--- src/rtl/mem_access_unit.sv ---
// Data-memory initiator: turns CPU byte/half/word loads and stores into word or byte beats.
// Optional build macro MEM_MISALIGN_SPLIT_EN splits misaligned words into four byte beats.
//
// state  | meaning
// IDLE   | ready for a request; mem_* idle
// ACCESS | one memory beat per cycle, mem_* driven
// RESP   | one-cycle completion pulse on rsp_valid
module mem_access_unit #(
  parameter int ADDRESS_WIDTH = 32,
  parameter int DATA_WIDTH    = 32,
  parameter int BYTE_WIDTH    = 8
) (
  input  logic                     clk,
  input  logic                     rst,
  input  logic                     req_valid,
  output logic                     req_ready,
  input  logic                     req_we,
  input  logic [1:0]               req_size,
  input  logic                     req_unsigned,
  input  logic [ADDRESS_WIDTH-1:0] req_addr,
  input  logic [DATA_WIDTH-1:0]    req_wdata,
  output logic                     rsp_valid,
  output logic [DATA_WIDTH-1:0]    rsp_rdata,
  output logic                     rsp_err,
  output logic                     mem_we,
  output logic                     mem_byteop,
  output logic [ADDRESS_WIDTH-1:0] mem_addr,
  output logic [DATA_WIDTH-1:0]    mem_wdata,
  input  logic [DATA_WIDTH-1:0]    mem_rdata
);

  typedef enum logic [1:0] {IDLE, ACCESS, RESP} state_t;

  state_t                   state;
  logic                     we_q;
  logic                     uns_q;
  logic                     byteop_q;
  logic                     mem_we_q;
  logic [1:0]               size_q;
  logic [1:0]               beat;
  logic [1:0]               beat_last;
  logic [ADDRESS_WIDTH-1:0] addr_q;
  logic [DATA_WIDTH-1:0]    wdata_q;
  logic [DATA_WIDTH-1:0]    acc_q;

  logic                     req_err;
  logic                     req_split;
  logic                     req_byteop;
  logic [1:0]               req_last;
  logic [DATA_WIDTH-1:0]    acc_next;
  logic [DATA_WIDTH-1:0]    ext_data;
  logic [DATA_WIDTH-1:0]    load_result;

  // Byte idx counted from the least significant lane; beat k of N sends lane N-1-k.
  function automatic logic [DATA_WIDTH-1:0] lane(input logic [DATA_WIDTH-1:0] w,
                                                 input logic [1:0] idx);
    logic [BYTE_WIDTH-1:0] b;
    b = w[BYTE_WIDTH*int'(idx) +: BYTE_WIDTH];
    return DATA_WIDTH'(b);
  endfunction

  always_comb begin
    req_err   = 1'b0;
    req_split = 1'b0;
    req_last  = 2'd0;
    case (req_size)
      2'b00: ;
      2'b01: begin
        req_last = 2'd1;
        req_err  = req_addr[0];
      end
      2'b10: begin
        if (req_addr[1:0] != 2'b00) begin
`ifdef MEM_MISALIGN_SPLIT_EN
          req_split = 1'b1;
          req_last  = 2'd3;
`else
          req_err   = 1'b1;
`endif
        end
      end
      default: req_err = 1'b1;
    endcase
    req_byteop = !((req_size == 2'b10) && !req_split);
  end

  // Byte beats shift in big-endian order, so beat 0 ends up most significant.
  always_comb begin
    acc_next = byteop_q ? {acc_q[DATA_WIDTH-BYTE_WIDTH-1:0], mem_rdata[BYTE_WIDTH-1:0]}
                        : mem_rdata;
    case (size_q)
      2'b00: ext_data = uns_q ? DATA_WIDTH'(acc_next[BYTE_WIDTH-1:0])
                              : {{(DATA_WIDTH-BYTE_WIDTH){acc_next[BYTE_WIDTH-1]}},
                                 acc_next[BYTE_WIDTH-1:0]};
      2'b01: ext_data = uns_q ? DATA_WIDTH'(acc_next[2*BYTE_WIDTH-1:0])
                              : {{(DATA_WIDTH-2*BYTE_WIDTH){acc_next[2*BYTE_WIDTH-1]}},
                                 acc_next[2*BYTE_WIDTH-1:0]};
      default: ext_data = acc_next;
    endcase
    load_result = we_q ? '0 : ext_data;
  end

  // A reset landing mid-beat must not let that beat's write reach memory.
  assign mem_we = mem_we_q && !rst;

  always_ff @(posedge clk) begin
    if (rst) begin
      state      <= IDLE;
      beat       <= 2'd0;
      beat_last  <= 2'd0;
      we_q       <= 1'b0;
      uns_q      <= 1'b0;
      byteop_q   <= 1'b0;
      size_q     <= 2'b00;
      addr_q     <= '0;
      wdata_q    <= '0;
      acc_q      <= '0;
      req_ready  <= 1'b1;
      rsp_valid  <= 1'b0;
      rsp_rdata  <= '0;
      rsp_err    <= 1'b0;
      mem_we_q   <= 1'b0;
      mem_byteop <= 1'b0;
      mem_addr   <= '0;
      mem_wdata  <= '0;
    end else begin
      case (state)
        IDLE: begin
          if (req_valid && req_ready) begin
            we_q      <= req_we;
            uns_q     <= req_unsigned;
            size_q    <= req_size;
            addr_q    <= req_addr;
            wdata_q   <= req_wdata;
            byteop_q  <= req_byteop;
            beat      <= 2'd0;
            beat_last <= req_last;
            req_ready <= 1'b0;
            if (req_err) begin
              state     <= RESP;
              rsp_valid <= 1'b1;
              rsp_err   <= 1'b1;
              rsp_rdata <= '0;
            end else begin
              state      <= ACCESS;
              mem_we_q   <= req_we;
              mem_byteop <= req_byteop;
              mem_addr   <= req_addr;
              mem_wdata  <= req_byteop ? lane(req_wdata, req_last) : req_wdata;
            end
          end
        end
        ACCESS: begin
          acc_q <= acc_next;
          if (beat == beat_last) begin
            state      <= RESP;
            mem_we_q   <= 1'b0;
            mem_byteop <= 1'b0;
            mem_addr   <= '0;
            mem_wdata  <= '0;
            rsp_valid  <= 1'b1;
            rsp_err    <= 1'b0;
            rsp_rdata  <= load_result;
          end else begin
            beat      <= beat + 2'd1;
            mem_addr  <= addr_q + ADDRESS_WIDTH'(beat + 2'd1);
            mem_wdata <= byteop_q ? lane(wdata_q, beat_last - beat - 2'd1) : wdata_q;
          end
        end
        RESP: begin
          rsp_valid <= 1'b0;
          req_ready <= 1'b1;
          state     <= IDLE;
        end
        default: state <= IDLE;
      endcase
    end
  end

endmodule

--- config.mk ---
export PLATFORM = sky130hd
export DESIGN_NAME = mem_access_unit
export DESIGN_NICKNAME = d
export VERILOG_FILES = /design/src/rtl/mem_access_unit.sv
export SDC_FILE = /design/constraint.sdc
export NUM_CORES = 1
export LEC_CHECK = 0
export CORE_MARGIN = 4
export CORE_UTILIZATION = 50
export DETAILED_ROUTE_END_ITERATION = 8
export PLACE_DENSITY_LB_ADDON = 0.1
export SYNTH_ARGS = -nofsm -noshare
export SYNTH_HDL_FRONTEND = slang
export SYNTH_SLANG_ARGS = --single-unit
--- constraint.sdc ---
create_clock -name clk -period 3.1 [get_ports clk]
set_input_delay 0.62 -clock clk [delete_from_list [all_inputs] [get_ports clk]]
set_output_delay 0.62 -clock clk [all_outputs]
set_load 0.1 [all_outputs]
==> flow_metrics.env <==
# implementation run metrics
export IMPL_die_width_um=141.5
export IMPL_grt_pass1_wl_um=42370
export IMPL_syn_area_um2=8912
export IMPL_antenna_found_initial=0
export IMPL_ys_warn_count=0
export IMPL_h_tree_depth=4
export IMPL_place_gp_congestion=0.8392
export IMPL_min_path_cells=2
export IMPL_finalCritPeriodShare_pct=78.15
export IMPL_p_int_uw=4581
export IMPL_slew_headroom_pct=47.12
export IMPL_cts_inserted_buffers=17
export IMPL_dieArea_um2=20030
export IMPL_first_global_vias=7987
export IMPL_power_frac_seq_pct=41.3
export IMPL_nFillCells=1535
export IMPL_finalCoreUtilization_pct=66.58
export IMPL_diodes=0
export IMPL_finalHoldViolations=0
export IMPL_reg2regPathDepth=7
export IMPL_max_cap_violations=0
export IMPL_final_setup_tns_ns=0
export IMPL_outcome="finished, final reports clean"
export IMPL_netlist_top_cells_area="dfxtp_1, nand2_1, a21oi_1, nor2_1, a221oi_1"
export IMPL_yosys_area_top_type="dfxtp_1"
export IMPL_synth_cell_types=50
export IMPL_clkTransAtPathRegs_ns=0.07
export IMPL_dp_hpwl_um=17940
export IMPL_root_buffer="clkbuf_16"
export IMPL_grt_ovfl_total=0
export IMPL_drt_iter0_drc=766
export IMPL_totalPowerFinal_uw=6875
export IMPL_warnings=26
export IMPL_arrival_ns=2.77
export IMPL_ys_seq_share_pct=44.70
export IMPL_combPwrFrac_pct=23.6
export IMPL_swShare_pct=33.38
export IMPL_setup_violations=0
export IMPL_io_pins=204
export IMPL_rsz0062_at_grt="false"
export IMPL_viasPerCell=5.776
export IMPL_rows=48
export IMPL_cts_repair_resized=0
export IMPL_power_frac_clock_pct=35.1
export IMPL_placed_cell_area_um2=10920
export IMPL_cts_max_path_buffers=2
export IMPL_power_density_nw_per_um2=594.9
export IMPL_area_growth_pct=29.66
export IMPL_worstSetupPathType="reg2reg"
export IMPL_cp_start_kind="flip-flop"
export IMPL_cts_hold_buf=0
export IMPL_fin_nets=1389
export IMPL_synth_top_area_share_pct=44.70
export IMPL_dp_cells=1488
export IMPL_grt_max_degree=73
export IMPL_stdcell_area_um2=11560
export IMPL_synthTopCellsByCount="nand2_1, dfxtp_1, a21oi_1"
export IMPL_edf_count=0
export IMPL_synth_most_common_cell="nand2_1"
export IMPL_synthCells=1125
export IMPL_core_um2=17360
export IMPL_drive_gt1_share_pct=13.67
export IMPL_insertion_delay_ns=0.43
export IMPL_netSwitchingPower_uw=2295
export IMPL_p_leak_uw=0.004220
export IMPL_endpoint_kind="flip-flop"
export IMPL_setup_ws_ns=0.6772
-- worst max-delay path, stage by stage (launching register included) --
cell and delay (ns):
dfxtp_1 0.49, inv_1 0.11, fa_1 0.47, and3b_1 0.27, nand2_1 0.09, or4_1 0.51
a21o_1 0.19, a311oi_1 0.22
-- placed cells by master (no fill, tap or decap), types with 3 or more instances in the layout --
master | synthesis | routed
a21oi_1 | 126 | 125
o22ai_1 | 3 | 3
nor2_1 | 88 | 86
inv_1 | 11 | 11
bufinv_16 | 0 | 4
and4_1 | 5 | 5
or3_1 | 5 | 4
or4_1 | 3 | 3
buf_12 | 0 | 5
o21a_1 | 4 | 4
buf_4 | 2 | 127
o31a_1 | 6 | 6
clkbuf_16 | 0 | 17
nand4_1 | 26 | 26
nand3_1 | 24 | 24
dfxtp_1 | 199 | 198
a311oi_1 | 20 | 20
nor3_1 | 46 | 45
o31ai_1 | 7 | 7
ha_1 | 3 | 3
nor4_1 | 10 | 10
clkdlybuf4s50_1 | 0 | 101
a211o_1 | 10 | 10
nor2b_1 | 14 | 13
o21ai_0 | 35 | 35
nand2_1 | 235 | 235
a21o_1 | 3 | 3
a211oi_1 | 26 | 26
xnor2_1 | 14 | 14
and3_1 | 4 | 4
a221oi_1 | 33 | 33
clkinvlp_4 | 0 | 4
mux2i_1 | 27 | 27
nand2b_1 | 11 | 11
nor3b_1 | 8 | 8
clkinv_4 | 0 | 3
-- power groups by stage --
| stage | Sequential [uW] | Clock [uW] | Combinational [uW] |
|---|---|---|---|
| finish | 2840 | 2410 | 1620 |
| global route | 2860 | 2540 | 1720 |
| CTS | 2840 | 2440 | 1620 |
| detailed placement | 2900 | 0 | 1620 |
| global placement | 2890 | 0 | 1610 |
| floorplan | 3460 | 0 | 556 |
-- registers in the layout, indices dropped and copies added, names as in the netlist --
signal      count
mem_byteop      1
mem_we_q        1
req_ready       1
mem_wdata      32
beat            2
uns_q           1
we_q            1
byteop_q        1
size_q          2
rsp_valid       1
state           2
acc_q          24
rsp_err         1
mem_addr       32
wdata_q        32
addr_q         32
rsp_rdata      32
beat_last       1
-- logic make-up after synthesis --
group / Yosys count / share of synthesized area, %
flip-flops: 199 / 44.70
multiplexers: 27 / 3.032
AND-OR/OR-AND: 288 / 20.85
AND/OR/NAND/NOR: 484 / 24.43
XOR/XNOR: 16 / 1.572
buffers and inverters: 107 / 4.773
adder cells (fa/ha/maj): 4 / 0.6458
-- metal layers --
layer  part of all wire [%]  vias up  global-route usage [%]
li1                       -     4309                       -
met1                     45     4124                   36.22
met4                    1.8        0                   7.828
met5                      0        -                       0
met2                     46      313                   40.78
met3                    7.2       33                   5.460
-- layout make-up --
cell class	count	area share, %
Clock inverter	13	1.700
Inverter	11	0.3573
Multi-Input combinational cell	819	39.23
Clock buffer	19	3.833
Tap cell	225	2.436
Sequential cell	199	34.48
Timing Repair Buffer	234	17.96
-- path summary, 6_finish.rpt --
path	start	to	slack, ns
worst max register to register	beat[1]	mem_addr[26]	0.68
worst min register to register	wdata_q[4]	wdata_q[4]	0.45
worst max-delay path	beat[1]	mem_addr[26]	0.68
worst min-delay path	wdata_q[4]	wdata_q[4]	0.45
Routed metal, one color a layer:
Scale: 3 px per um.
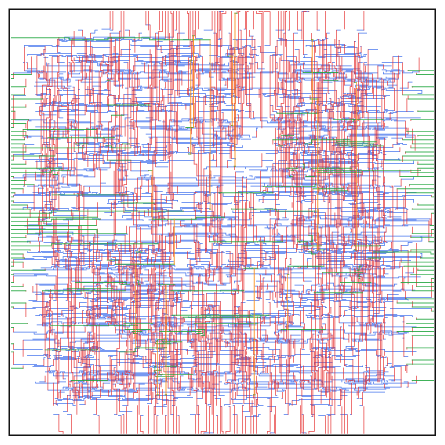
legend:
  red:
    layer: metal 2
    wire_length: 12300 um
  green:
    layer: metal 3
    wire_length: 1920 um
  blue:
    layer: metal 1
    wire_length: 11900 um
  orange:
    layer: metal 4
    wire_length: 494 um
overall routing resource usage: 25.99%
WL per Instance: 17.54 um
vias post-DR: 8779
total wire length: 26670 um

Clock wiring as the flow saved it:
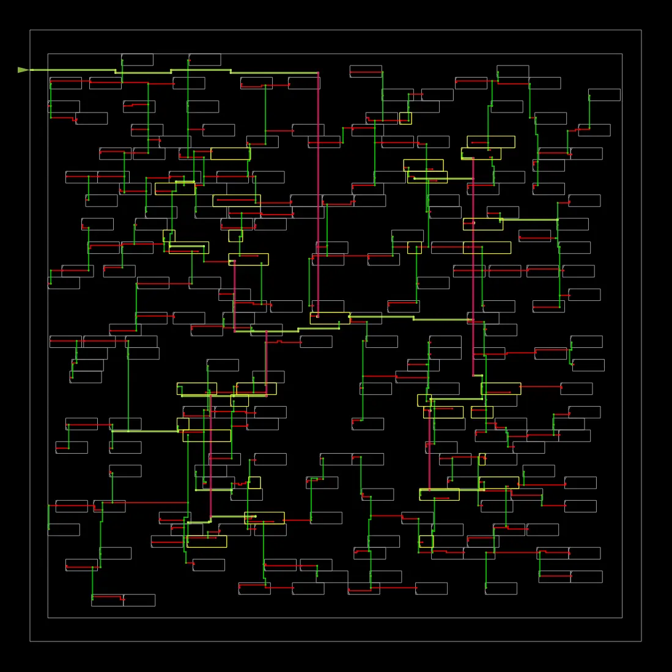
Clock Power: 2410 uW
Worst Skew: 0.008885 ns
CTS sink cnt: 199

Met2 routing:
Scale: 2 px per um.
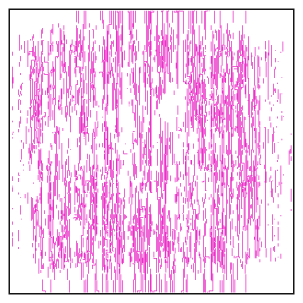
main direction: vertical
longest straight run: 60.2 um
wire length on this layer: 12300 um
nets with wire on the layer: 1090

Floorplan with the power grid:
Scale: 3 px per um. Pins as bars on the die edge. Tap cells in gray.
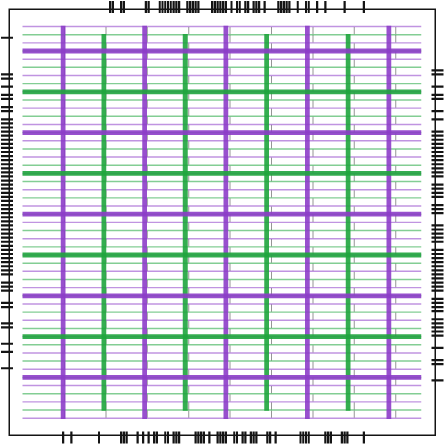
legend:
  green:
    net: VDD
  purple:
    net: VSS
signal pins: 204
tap cells: 225
rows: 48
met5 straps: 9

The metal 3 layer:
Scale: 2 px per um. Cells faint in the background.
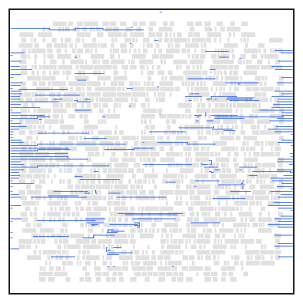
main direction: horizontal
longest straight run: 43.9 um
wire length on this layer: 1920 um
share of all routed wire: 7.2%
nets with wire on the layer: 179
grt met3 use: 5.460%

Power is estimated from default activity; no workload was simulated.
